`config.mk`:
```
export PLATFORM = sky130hd
export DESIGN_NAME = serial_magnitude_comparator
export DESIGN_NICKNAME = d
export VERILOG_FILES = /design/src/rtl/compare_pkg.sv /design/src/rtl/bit_compare_cell.sv /design/src/rtl/serial_magnitude_comparator.sv
export SDC_FILE = /design/constraint.sdc
export NUM_CORES = 1
export LEC_CHECK = 0
export ABC_AREA = 0
export CAP_MARGIN = 25
export CELL_PAD_IN_SITES_DETAIL_PLACEMENT = 2
export CELL_PAD_IN_SITES_GLOBAL_PLACEMENT = 2
export CORE_UTILIZATION = 37
export CTS_BUF_LIST = sky130_fd_sc_hd__clkbuf_8
export DETAILED_ROUTE_END_ITERATION = 8
export PLACE_DENSITY_LB_ADDON = 0.1
export SLEW_MARGIN = 20
export SYNTH_ARGS = -nofsm -noshare
export SYNTH_HDL_FRONTEND = slang
export SYNTH_HIERARCHICAL = 1
export SYNTH_SLANG_ARGS = --single-unit
```
`constraint.sdc`:
```
create_clock -name clk -period 2.7 [get_ports clk]
set_input_delay 0.54 -clock clk [delete_from_list [all_inputs] [get_ports clk]]
set_output_delay 0.54 -clock clk [all_outputs]
set_load 0.01 [all_outputs]
```
`src/rtl/compare_pkg.sv`:
```
// Shared types for the bit-serial magnitude comparator: FSM states, compare outcomes
// and the mapping from an outcome to the {gt,eq,lt} one-hot result.
package compare_pkg;

  typedef enum logic [1:0] {
    ST_IDLE,
    ST_SCAN,
    ST_DONE
  } state_t;

  typedef enum logic [1:0] {
    CMP_LT,
    CMP_EQ,
    CMP_GT
  } cmp_result_t;

  function automatic logic [2:0] result_onehot(input cmp_result_t r);
    case (r)
      CMP_GT:  return 3'b100;
      CMP_EQ:  return 3'b010;
      default: return 3'b001;
    endcase
  endfunction

endpackage

```
`src/rtl/bit_compare_cell.sv`:
```
// Single-bit compare cell: flags a difference and which operand wins at this position,
// inverting the sense on the sign bit of a two's-complement compare.
module bit_compare_cell (
  input  logic a_bit,
  input  logic b_bit,
  input  logic is_sign_bit,
  input  logic signed_mode,
  output logic differ,
  output logic a_greater
);

  always_comb begin
    differ = a_bit ^ b_bit;
    // A set sign bit means a negative value, so a 1 in A loses to a 0 in B.
    if (signed_mode && is_sign_bit) a_greater = b_bit & ~a_bit;
    else                            a_greater = a_bit & ~b_bit;
  end

endmodule

```
`src/rtl/serial_magnitude_comparator.sv`:
```
// Bit-serial MSB-first magnitude comparator with valid/ready handshakes on both sides,
// one bit examined per clock, optional early exit on the first differing bit.
module serial_magnitude_comparator
  import compare_pkg::*;
#(
  parameter  int NUM_BITS   = 4,
  parameter  bit EARLY_EXIT = 1'b1,
  localparam int IDX_W      = (NUM_BITS > 1) ? $clog2(NUM_BITS) : 1,
  localparam int CNT_W      = $clog2(NUM_BITS + 1)
) (
  input  logic                clk,
  input  logic                rst_n,
  input  logic                in_valid,
  output logic                in_ready,
  input  logic [NUM_BITS-1:0] a,
  input  logic [NUM_BITS-1:0] b,
  input  logic                signed_mode,
  output logic                out_valid,
  input  logic                out_ready,
  output logic                gt,
  output logic                eq,
  output logic                lt,
  output logic [CNT_W-1:0]    bits_seen
);

  localparam logic [IDX_W-1:0] IDX_MSB = IDX_W'(NUM_BITS - 1);

  state_t              state_q, state_d;
  logic [NUM_BITS-1:0] a_q, b_q;
  logic                signed_q;
  logic [IDX_W-1:0]    idx_q;
  logic [CNT_W-1:0]    bits_seen_q;
  logic                decided_q;
  logic [2:0]          res_q;

  logic accept, last_bit, is_sign_bit, differ, a_greater;

  assign accept      = in_valid && in_ready;
  assign last_bit    = (idx_q == '0);
  assign is_sign_bit = (idx_q == IDX_MSB);

  bit_compare_cell u_cell (
    .a_bit       (a_q[idx_q]),
    .b_bit       (b_q[idx_q]),
    .is_sign_bit (is_sign_bit),
    .signed_mode (signed_q),
    .differ      (differ),
    .a_greater   (a_greater)
  );

  always_ff @(posedge clk or negedge rst_n) begin
    if (!rst_n) state_q <= ST_IDLE;
    else        state_q <= state_d;
  end

  always_comb begin
    state_d = state_q;
    case (state_q)
      ST_IDLE: if (in_valid)                           state_d = ST_SCAN;
      ST_SCAN: if ((EARLY_EXIT && differ) || last_bit) state_d = ST_DONE;
      ST_DONE: if (out_ready)                          state_d = ST_IDLE;
      default:                                         state_d = ST_IDLE;
    endcase
  end

  // Scan datapath: decided_q latches the first difference so later bits cannot override it
  // when the scan runs the full width.
  always_ff @(posedge clk or negedge rst_n) begin
    if (!rst_n) begin
      a_q         <= '0;
      b_q         <= '0;
      signed_q    <= 1'b0;
      idx_q       <= '0;
      bits_seen_q <= '0;
      decided_q   <= 1'b0;
      res_q       <= '0;
    end else if (accept) begin
      a_q         <= a;
      b_q         <= b;
      signed_q    <= signed_mode;
      idx_q       <= IDX_MSB;
      bits_seen_q <= '0;
      decided_q   <= 1'b0;
      res_q       <= '0;
    end else if (state_q == ST_SCAN) begin
      bits_seen_q <= bits_seen_q + CNT_W'(1);
      if (!last_bit) idx_q <= idx_q - IDX_W'(1);
      if (differ && !decided_q) begin
        res_q     <= result_onehot(a_greater ? CMP_GT : CMP_LT);
        decided_q <= 1'b1;
      end else if (last_bit && !decided_q) begin
        res_q     <= result_onehot(CMP_EQ);
      end
    end
  end

  assign in_ready       = (state_q == ST_IDLE);
  assign out_valid      = (state_q == ST_DONE);
  assign {gt, eq, lt}   = res_q;
  assign bits_seen      = bits_seen_q;

endmodule

```
==> images/sizes.png <==
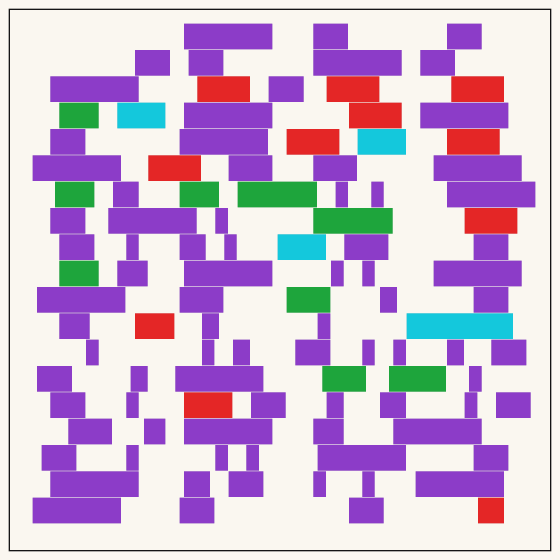
legend:
  _0 and _1 cells:
    color: purple
    cells: 81
    share: 77%
  _3 and _4 cells:
    color: red
    cells: 11
    share: 10%
  _6 and larger:
    color: cyan
    cells: 4
    share: 3.8%
  _2 cells:
    color: green
    cells: 9
    share: 8.6%

==> images/placement_by_type.png <==
Fill, decap, tap and diode cells in gray.
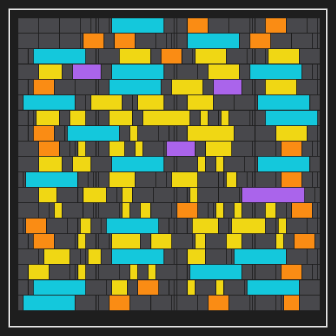
legend:
  sequential cells:
    color: cyan
    cells: 20
  combinational and other logic:
    color: yellow
    cells: 60
  clock drivers and dummy loads:
    color: purple
    cells: 4
  remaining buffers and delay cells:
    color: orange
    cells: 21

==> images/placement.png <==
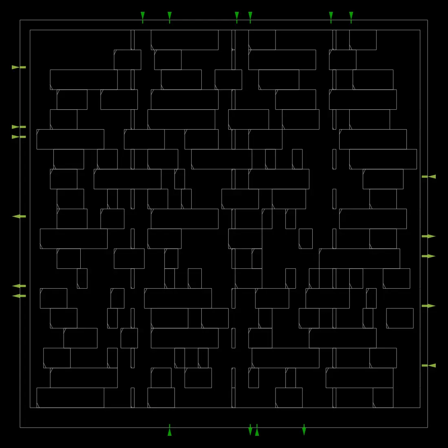
num rows: 19
fill cell count: 272
Core Region: 2760 um^2

==> images/wires.png <==
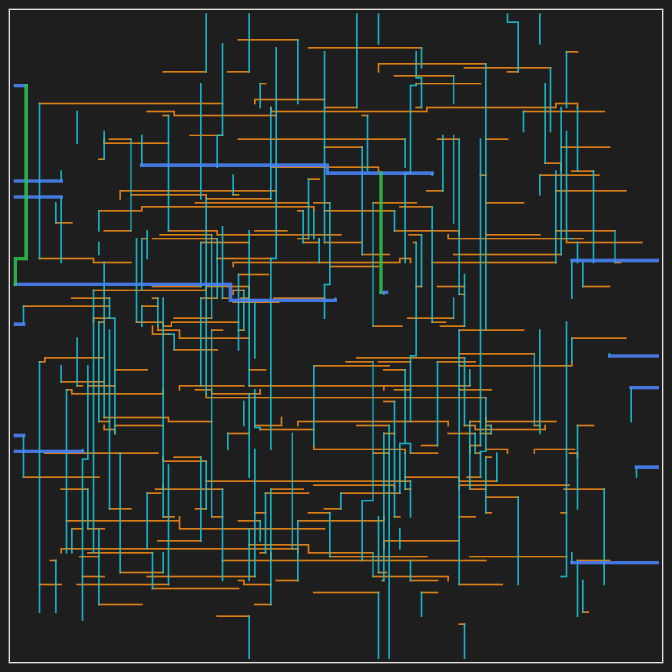
legend:
  metal 4:
    color: green
    wire_length: 28.1 um
  metal 1:
    color: orange
    wire_length: 1010 um
  metal 3:
    color: blue
    wire_length: 93.0 um
  metal 2:
    color: cyan
    wire_length: 1070 um

==> images/io_fan.png <==
Bar = 20 um.
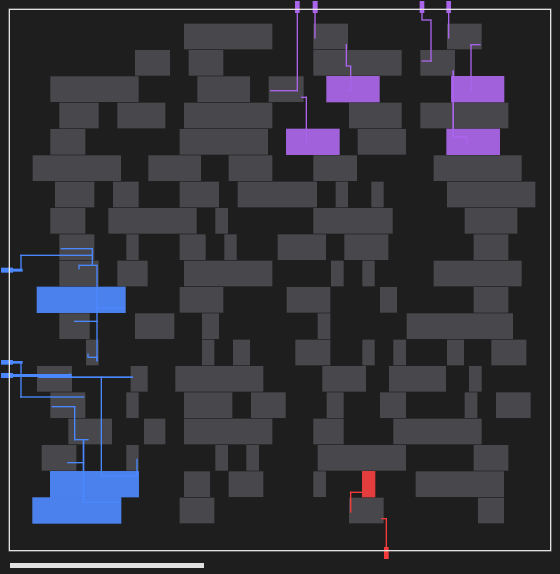
legend:
  in_ready:
    color: red
    direction: output
    edge: bottom
    end_cells: 1
    wire: 6.80 um
  bits_seen:
    color: blue
    direction: output
    edge: left
    end_cells: 3
    wire: 93.9 um
  b:
    color: purple
    direction: input
    edge: top
    end_cells: 4
    wire: 48.1 um

==> summary.txt <==
Flip-flops with a built-in enable -> 0
Core Util at FP -> 0.388
Routed WL -> 2.20 mm
Post-synthesis sequential area ratio -> 0.468
Clock-cell share of area -> 0.0530
PnR worst setup slack -> 0.503 ns
Final Hold Viols -> 0
Yosys stat cell total -> 83
Cells on worst reg2reg path -> 7
Top sig layer -> met4
Seq cells post-synth -> 20
Sequential cell area -> 500 um^2
Post-DP Area -> 1270 um^2
Hold Path Cell Cnt -> 1
Worst VDD drop -> 0.787 mV
Crit path buf inv count -> 2
Final Slew Violations -> 0
Placed insts -> 132
Met2 Use GR -> 0.267
Status -> completed
Antenna violations before repair -> 0
DRC -> 0
First DRT Iteration DRCs -> 7
Worst hold margin -> 0.523 ns
Synthesized cell area -> 1070 um^2
Synthesis warning total -> 6
Clk buf depth -> 2
DIE HEIGHT -> 55.8 um
Critical-path maximum fanout -> 10
Max_slew headroom -> 0.670
Critical path depth in cells -> 3
H-tree lvl count -> 1
Synth-to-layout area growth -> 25.7%
Top delay family on crit path -> buffers and inverters
Total CTS buffers -> 3
Hold path start -> b_q[2]$_DFFE_PN0N_
#MultiIn Comb -> 51
Largest net degree at the start of global routing -> 21
Main flop type -> dfrtp_1
Pwr per Cell Area -> 1220 nW/um^2
Worst-path cell chain -> inv_1 > nor2_1 > clkdlybuf4s50_1
Final Skew -> 0.00522 ns
Cell Count, Final, Fillers Out -> 136
ANT cells -> 0
Final Cell Area -> 1350 um^2
Die Area -> 3110 um^2
Flop-to-flop setup slack -> 0.68 ns
Slowest stage delay, CP -> 0.56 ns
Vias per cell -> 5.26
Lkg Pwr -> 0.611 nW
Logic share of the area -> 0.367
Drt first pass iters -> 3
Fmax -> 455 MHz
Worst setup path end -> out_valid
Antenna Violating Nets Remaining -> 0
Pre-CTS setup slack -> 0.630 ns
CTS tree -> done
Flop share of the area -> 0.372
Log Warnings -> 28
Well Taps -> 31
Crit path kind -> flop to output pin
Finish-stage setup viols -> 0
# resized after CTS -> 0
Non-clk invs -> 9
Post-CTS Setup Bufs -> 0
Metal3 WL -> 93 um
Gpl congestion -> 0.687
Vias in the first global route -> 795
Worst path arrival time -> 1.66 ns
Routed length on met1 -> 1.01 mm
Slowest-stage cell, CP -> clkdlybuf4s50_1
Min Tclk post-route -> 2.20 ns
Synth async-reset ratio -> 1.00
Drt wl/cell -> 16.2 um
Syn Nets -> 101
Clk slew on worst S/H paths -> 0.08 ns
Largest registers -> a_q (4), b_q (4)
Share of layout cells above drive strength 1 -> 0.229
Crit share post-route -> 0.814
Maxcap violations -> 0
Crit end category -> output pin
First-pass GRT wire length -> 3.85 mm
R2R Path Start -> idx_q[0]$_DFFE_PN0P_
Cells after Synth -> 83
YS chip area -> 1070 um^2
Met3 Usage GRT -> 0.0605
Worst Hold Class -> flop to flop
Top Usage Layer GRT -> met2
Registers -> 20
CTS Hold Bufs -> 0
GR Util met1 -> 0.206
Most numerous logic cells after layout -> dfrtp_1, clkdlybuf4s50_1, inv_1
Port Buffers -> 20
Die span in x -> 55.8 um
Clock Root Buffer -> clkbuf_8
Total global routing overflow -> 0
Mean Syn Cell Area -> 12.9 um^2
Crit path required time -> 2.16 ns
Worst-margin pin slew -> 0.495 ns
Min-Delay Endpoint -> b_q[2]$_DFFE_PN0N_
Fin Setup TNS -> 0 ns
Sink Count -> 20
Via count -> 716
RSZ-0062 raised after global routing -> no
Crit path launch type -> flop
Comb area -> 493 um^2
Power, Total -> 1.64 mW
Crit path from -> state_q[1]$_DFFE_PN0P_
Met2 WL -> 1.07 mm
Non-clock buffering overhead -> 0.154
NumNets Final -> 124
Hpwl dp -> 1.61 mm
Area-dominant class -> registers
Unique cell types -> 26
Total track usage -> 0.166
Clock Buffer Count -> 3
Worst-Skew Late Latency -> 0.26 ns
R2r endpoint -> res_q[0]$_DFFE_PN0P_
Top Ports -> 21
Non-clock buffers -> 21
Final core utilization -> 0.488
-- where the power goes --
part	internal (mW)	switching, mW	total (mW)
combinational	0.438	0.332	0.770
clock	0.198	0.102	0.300
sequential	0.432	0.137	0.569
-- cell usage after synthesis (2+ instances only) --
master   count  area (um^2)
a22o_1       2         17.5
ha_1         5         62.6
dfrtp_1     20          500
a22oi_1      2         15.0
inv_1        9         33.8
nor3_1       2         10.0
mux2_2       4         45.0
mux2_4       8          120
buf_6        2         22.5
nand2_1      4         15.0
a21oi_1      3         15.0
mux4_2       2         45.0
nor2_1       7         26.3
-- cell families after synthesis --
logic type / synth area share
DFF: 0.468
and+or+nand+nor: 0.101
muxes: 0.206
AOI/OAI and AO/OA: 0.0959
adders and majority gates: 0.0585
buffers and inverters: 0.0713
No activity file was given, so power comes from the tool's default toggle rates.
